File: src/rtl/lsu_pkg.sv
// Shared types and encodings for the load/store controller: FSM states,
// data-memory MemOp codes, response error codes and RISC-V funct3 values.
package lsu_pkg;

  typedef enum logic [1:0] {
    ST_IDLE  = 2'd0,
    ST_ISSUE = 2'd1,
    ST_WAIT  = 2'd2,
    ST_RESP  = 2'd3
  } lsu_state_e;

  // MemOp encoding understood by data_mem
  localparam logic [2:0] MOP_B  = 3'b000;
  localparam logic [2:0] MOP_H  = 3'b001;
  localparam logic [2:0] MOP_W  = 3'b010;
  localparam logic [2:0] MOP_BU = 3'b011;
  localparam logic [2:0] MOP_HU = 3'b100;

  // Response error codes
  localparam logic [1:0] ERR_NONE     = 2'b00;
  localparam logic [1:0] ERR_MISALIGN = 2'b01;
  localparam logic [1:0] ERR_RANGE    = 2'b10;
  localparam logic [1:0] ERR_ILLEGAL  = 2'b11;

  // RISC-V load/store funct3
  localparam logic [2:0] F3_B  = 3'b000;
  localparam logic [2:0] F3_H  = 3'b001;
  localparam logic [2:0] F3_W  = 3'b010;
  localparam logic [2:0] F3_BU = 3'b100;
  localparam logic [2:0] F3_HU = 3'b101;

endpackage

File: src/rtl/lsu_opmap.sv
// Combinational request decoder: translates (we, funct3, addr) into the
// data-memory MemOp and a prioritised error code (illegal > misaligned > range).
// The alignment check exists only when LSU_MISALIGN_TRAP_EN is defined;
// otherwise misaligned accesses go to memory at the raw address.
module lsu_opmap
  import lsu_pkg::*;
#(
  parameter int ADDR_W = 12
) (
  input  logic        we_i,
  input  logic [2:0]  funct3_i,
  input  logic [31:0] addr_i,
  output logic [2:0]  mem_op_o,
  output logic [1:0]  err_o
);

  logic illegal;
  logic misalign;
  logic out_of_range;
  logic unused_addr;

  // Low address bits only feed the optional alignment check.
  assign unused_addr = ^addr_i[ADDR_W-1:0];

  assign out_of_range = |addr_i[31:ADDR_W];

  // funct3 to MemOp; unsigned loads have no store counterpart.
  always_comb begin
    mem_op_o = MOP_B;
    illegal  = 1'b0;
    case (funct3_i)
      F3_B:    mem_op_o = MOP_B;
      F3_H:    mem_op_o = MOP_H;
      F3_W:    mem_op_o = MOP_W;
      F3_BU: begin
        mem_op_o = MOP_BU;
        illegal  = we_i;
      end
      F3_HU: begin
        mem_op_o = MOP_HU;
        illegal  = we_i;
      end
      default: illegal = 1'b1;
    endcase
  end

`ifdef LSU_MISALIGN_TRAP_EN
  // Halfwords need addr[0]==0, words need addr[1:0]==0.
  always_comb begin
    misalign = 1'b0;
    case (funct3_i)
      F3_H, F3_HU: misalign = addr_i[0];
      F3_W:        misalign = |addr_i[1:0];
      default:     misalign = 1'b0;
    endcase
  end
`else
  assign misalign = 1'b0;
`endif

  // Error priority: illegal funct3, then misalignment, then range.
  always_comb begin
    err_o = ERR_NONE;
    if (illegal)           err_o = ERR_ILLEGAL;
    else if (misalign)     err_o = ERR_MISALIGN;
    else if (out_of_range) err_o = ERR_RANGE;
  end

endmodule

File: src/rtl/lsu_ctrl.sv
// Load/store controller between execute/writeback and data_mem.
// One transaction at a time: IDLE accepts, ISSUE/WAIT drive the memory port
// for 1+MEM_LAT cycles, RESP holds the response until writeback takes it.
// Optional build macro: LSU_MISALIGN_TRAP_EN (trap misaligned H/W accesses).
//
// Handshakes: a transfer happens on a rising edge where valid & ready are both
// high; valid never waits on ready, and a response held with rsp_ready low
// keeps every response field stable. req_ready depends on state only.
module lsu_ctrl
  import lsu_pkg::*;
#(
  parameter int MEM_LAT = 1,
  parameter int ADDR_W  = 12
) (
  input  logic              clk,
  input  logic              rst,
  input  logic              req_valid,
  output logic              req_ready,
  input  logic              req_we,
  input  logic [2:0]        req_funct3,
  input  logic [31:0]       req_addr,
  input  logic [31:0]       req_wdata,
  input  logic [4:0]        req_rd,
  output logic              rsp_valid,
  input  logic              rsp_ready,
  output logic [31:0]       rsp_rdata,
  output logic [4:0]        rsp_rd,
  output logic [1:0]        rsp_err,
  output logic [ADDR_W-1:0] mem_addr,
  output logic [31:0]       mem_din,
  output logic [2:0]        mem_op,
  output logic              mem_wr,
  input  logic [31:0]       mem_dout,
  output logic [1:0]        dbg_state
);

  localparam logic [2:0] LAT_M1 = 3'(MEM_LAT - 1);

  lsu_state_e        state_q, state_d;
  logic [ADDR_W-1:0] addr_q;
  logic [31:0]       wdata_q;
  logic [31:0]       rdata_q;
  logic              we_q;
  logic [2:0]        op_q;
  logic [4:0]        rd_q;
  logic [1:0]        err_q;
  logic [2:0]        cnt_q;

  logic [2:0]        map_op;
  logic [1:0]        map_err;
  logic              req_fire;
  logic              mem_active;

  lsu_opmap #(
    .ADDR_W (ADDR_W)
  ) u_opmap (
    .we_i     (req_we),
    .funct3_i (req_funct3),
    .addr_i   (req_addr),
    .mem_op_o (map_op),
    .err_o    (map_err)
  );

  assign req_ready  = (state_q == ST_IDLE);
  assign req_fire   = req_valid & req_ready;
  assign mem_active = (state_q == ST_ISSUE) || (state_q == ST_WAIT);

  // Next-state logic; errored requests skip the memory entirely.
  always_comb begin
    state_d = state_q;
    case (state_q)
      ST_IDLE:  if (req_fire) state_d = (map_err != ERR_NONE) ? ST_RESP : ST_ISSUE;
      ST_ISSUE: state_d = ST_WAIT;
      ST_WAIT:  if (cnt_q == 3'd0) state_d = ST_RESP;
      ST_RESP:  if (rsp_ready) state_d = ST_IDLE;
      default:  state_d = ST_IDLE;
    endcase
  end

  // State register.
  always_ff @(posedge clk or negedge rst) begin
    if (!rst) state_q <= ST_IDLE;
    else      state_q <= state_d;
  end

  // Request capture, WAIT down-counter and load-data capture.
  always_ff @(posedge clk or negedge rst) begin
    if (!rst) begin
      addr_q  <= '0;
      wdata_q <= '0;
      rdata_q <= '0;
      we_q    <= 1'b0;
      op_q    <= MOP_B;
      rd_q    <= '0;
      err_q   <= ERR_NONE;
      cnt_q   <= '0;
    end else begin
      if (req_fire) begin
        addr_q  <= req_addr[ADDR_W-1:0];
        wdata_q <= req_wdata;
        we_q    <= req_we;
        op_q    <= map_op;
        rd_q    <= req_rd;
        err_q   <= map_err;
        rdata_q <= '0;
      end
      if (state_q == ST_ISSUE) begin
        cnt_q <= LAT_M1;
      end else if (state_q == ST_WAIT) begin
        if (cnt_q != 3'd0)  cnt_q   <= cnt_q - 3'd1;
        else if (!we_q)     rdata_q <= mem_dout;
      end
    end
  end

  // Memory port shows the captured request in ISSUE/WAIT, idle LB@0 otherwise.
  assign mem_addr  = mem_active ? addr_q  : '0;
  assign mem_din   = mem_active ? wdata_q : '0;
  assign mem_op    = mem_active ? op_q    : MOP_B;
  assign mem_wr    = mem_active & we_q;

  assign rsp_valid = (state_q == ST_RESP);
  assign rsp_rdata = rdata_q;
  assign rsp_rd    = rd_q;
  assign rsp_err   = err_q;
  assign dbg_state = state_q;

endmodule

File: config.mk
export PLATFORM = sky130hd
export DESIGN_NAME = lsu_ctrl
export DESIGN_NICKNAME = d
export VERILOG_FILES = /design/src/rtl/lsu_pkg.sv /design/src/rtl/lsu_opmap.sv /design/src/rtl/lsu_ctrl.sv
export SDC_FILE = /design/constraint.sdc
export NUM_CORES = 1
export LEC_CHECK = 0
export ABC_CLOCK_PERIOD_IN_PS = 2100
export CELL_PAD_IN_SITES_DETAIL_PLACEMENT = 0
export CELL_PAD_IN_SITES_GLOBAL_PLACEMENT = 1
export CORE_ASPECT_RATIO = 1.1
export CORE_MARGIN = 2
export CORE_UTILIZATION = 30
export CTS_BUF_LIST = sky130_fd_sc_hd__clkbuf_8 sky130_fd_sc_hd__clkbuf_16
export DETAILED_ROUTE_END_ITERATION = 8
export GPL_ROUTABILITY_DRIVEN = 0
export MAX_ROUTING_LAYER = met4
export PLACE_DENSITY_LB_ADDON = 0.25
export SETUP_SLACK_MARGIN = 0.3
export SYNTH_ARGS = -nofsm -noshare
export SYNTH_HDL_FRONTEND = slang
export SYNTH_SLANG_ARGS = --single-unit
File: constraint.sdc
create_clock -name clk -period 2.1 [get_ports clk]
set_clock_uncertainty 0.15 [all_clocks]
set_input_delay 0.21 -clock clk [delete_from_list [all_inputs] [get_ports clk]]
set_output_delay 0.21 -clock clk [all_outputs]
set_load 0.01 [all_outputs]
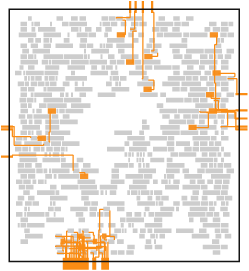
(wires at chosen ports, followed through buffers)
Scale: 2 px per µm.
| color | port | direction | edge | end cells | buffers | wire |
|---|---|---|---|---|---|---|
| orange | req_addr | input | 20 south, 5 east, 4 north, 3 west | 17 | 32 | 790 µm |

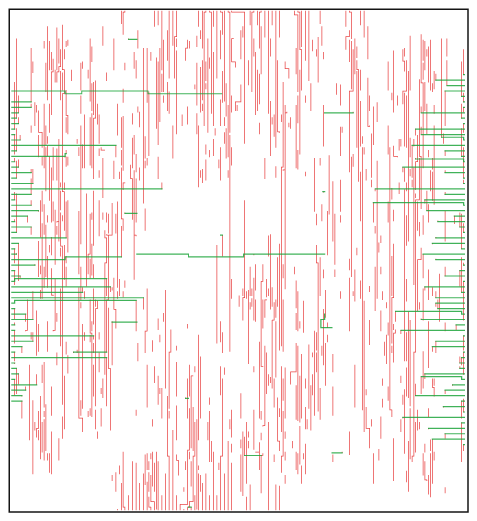
(routed metal, one color a layer)
Scale: 4 px per µm. Only two layers are drawn.
| color | layer | wire length |
|---|---|---|
| green | M3 | 964 µm |
| red | M2 | 6410 µm |

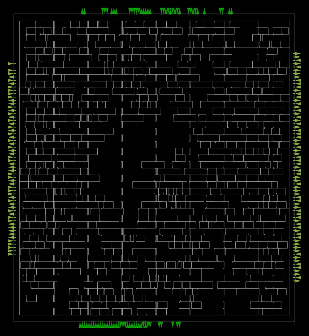
(cell outlines without signal wires)
flop count: 92
Finished Layout Cells: 761

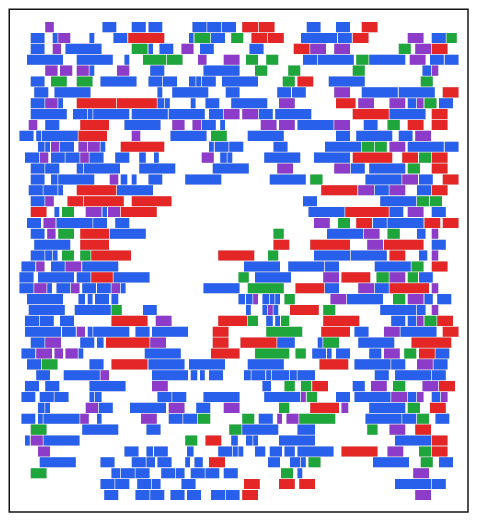
(drive-strength map)
Scale: 4 px per µm.
| color | size | cells |
|---|---|---|
| purple | x2 | 103 |
| green | x3 and x4 | 72 |
| red | x6 and larger | 81 |
| blue | x1 and smaller | 344 |

==> ci_impl_report.md <==
### Yosys + OpenROAD results

| Metric | Value |
|---|---|
| Status | completed |
| Syn nets | 478 |
| Synth Seq Share | 57.4% |
| Clock Path Buffers | 2 |
| Adder Area Share | 2.18% |
| CP most frequent cell | ha_4 |
| Max incr delay on CP | 390 ps |
| Yosys stat chip area | 4010 µm² |
| Final Cell Area | 7560 µm² |
| Startpoint types | flop |
| MUX share of area | 14.6% |
| Post-DRT Antenna Nets | 0 |
| Count of tool warnings | 33 |
| Synth area leaders | dfrtp_1 (57%), mux2_2 (14%), and2_1 (7.5%) |
| N_diodes | 0 |
| Clk power | 1.89 mW |
| Worst setup endpoint | rsp_rdata[30] |
| Hpwl dp | 7870 µm |
| Nets | 711 |
| Leakage power | 3.38 nW |
| Chip area | 14300 µm² |
| Mapped Area | 4010 µm² |
| Die Height | 125 µm |
| Residual DRC | 0 |
| Ys flop type | dfrtp_1 |
| Critical path launch point | cnt_q[0] |
| Clock Latency Late Sink | 340 ps |
| IO Pins | 200 |
| Share of synthesized registers carrying an async set or reset | 100% |
| Arrival time worst endpoint | 2090 ps |
| Yosys cell count | 362 |
| Max IR drop VDD | 0.773 mV |
| Max-cap violations | 0 |
| Yosys top cell by instances | dfrtp_1 |
| GRT overflow | 0 |
| Setup slack after layout | 136 ps |
| Clock power share | 14.8% |
| Vias in the first global route | 3676 |
| Final TNS setup | 0 ps |
| Highest metal used | met4 |
| Dominant comb cell | simple AND/OR/NAND/NOR gates |
| Die width | 114 µm |
| Buf/Inv on CP | 6 |
| Num CTS Buffers | 9 |
| First DRT Iteration DRCs | 116 |
| R2r endpoint | rsp_rdata[30] |
| Reg2Reg Depth | 11 |
| Layout area overhead | 88.2% |
| WL met2 | 6410 µm |
| Routed wl met3 | 963 µm |
| R2R Setup Slk | 140 ps |
| Area fraction in compound gates | 5.86% |
| Final period util | 93.5% |
| CP max stage cell | dfrtp_1 |
| Final core occ | 57.4% |
| Top power group | combinational logic |
| Pre-CTS WS | 32.1 ps |
| Hold crit path type | input pin to async pin |
| Placement Cell Area | 6260 µm² |
| Peak Freq | 509 MHz |
| Ys Warns | 0 |
| Final Hold Viols | 0 |
| Layout cell share with drive strength beyond 1 | 42.7% |
| Setup crit end kind | flop |
| Worst path depth | 11 |
| Seq. pwr | 2.99 mW |
| Total number of vias | 3515 |
| XORs/XNORs by Area | 0.436% |
| Comb power | 7.94 mW |
| Largest net degree at the start of global routing | 54 |
| Crit-path cells | inv_2 > ha_4 > ha_4 > inv_4 > nor4b_4 > buf_6 > buf_8 > buf_12 > buf_16 > nand2_1 > o21ai_1 |
## timing repair
action | 4_1_cts | 5_1_grt
setup buffers | 16 | 5
endpoints found under the hold margin | 65 | 0
gates resized | 305 | 87
gates cloned | 11 | 1
pin swaps | 27 | 14
endpoints found under the setup margin | 83 | 82
hold buffers | 1 | 0
## area by class of cell
type	count	area, µm²
Clock buffer	10	239
Tap cell	161	201
Clock inverter	6	111
Fill cell	1143	5600
Sequential cell	92	2300
Multi-Input combinational cell	242	1940
Timing Repair Buffer	242	2730
Inverter	8	32.5
## registers in the layout, summed over array words and instances (netlist names)
signal	flops
addr_q	12
cnt_q	3
dbg_state	2
op_q	3
rsp_err	2
rsp_rd	5
rsp_rdata	32
wdata_q	32
we_q	1
## metal layers
metal,track usage (%),up-vias
li1,-,1672
met1,21.5,1689
met2,29.9,140
met3,5.28,14
met4,6.81,0
met5,-,-
## cells in the final DEF, fill, tap and decap left out, types with 2 or more instances in the layout
master | netlist | routed
o21ai_1 | 0 | 16
o31ai_1 | 2 | 2
dlygate4sd2_1 | 0 | 2
nor2_1 | 3 | 3
xnor2_1 | 2 | 2
buf_12 | 0 | 12
mux2_2 | 51 | 51
dfrtp_1 | 92 | 92
nand2_2 | 0 | 20
buf_4 | 0 | 14
o21ai_0 | 41 | 6
clkdlybuf4s50_1 | 0 | 148
bufinv_16 | 0 | 3
buf_6 | 0 | 43
nand2_4 | 0 | 11
o21ai_2 | 0 | 18
and2_1 | 48 | 9
buf_2 | 8 | 9
ha_1 | 7 | 4
inv_1 | 8 | 3
buf_16 | 0 | 11
ha_4 | 0 | 3
and2_4 | 0 | 39
nand2_1 | 75 | 44
clkbuf_16 | 0 | 10
inv_2 | 0 | 4
nor4_1 | 5 | 5
No activity file was given, so power comes from the tool's default toggle rates.
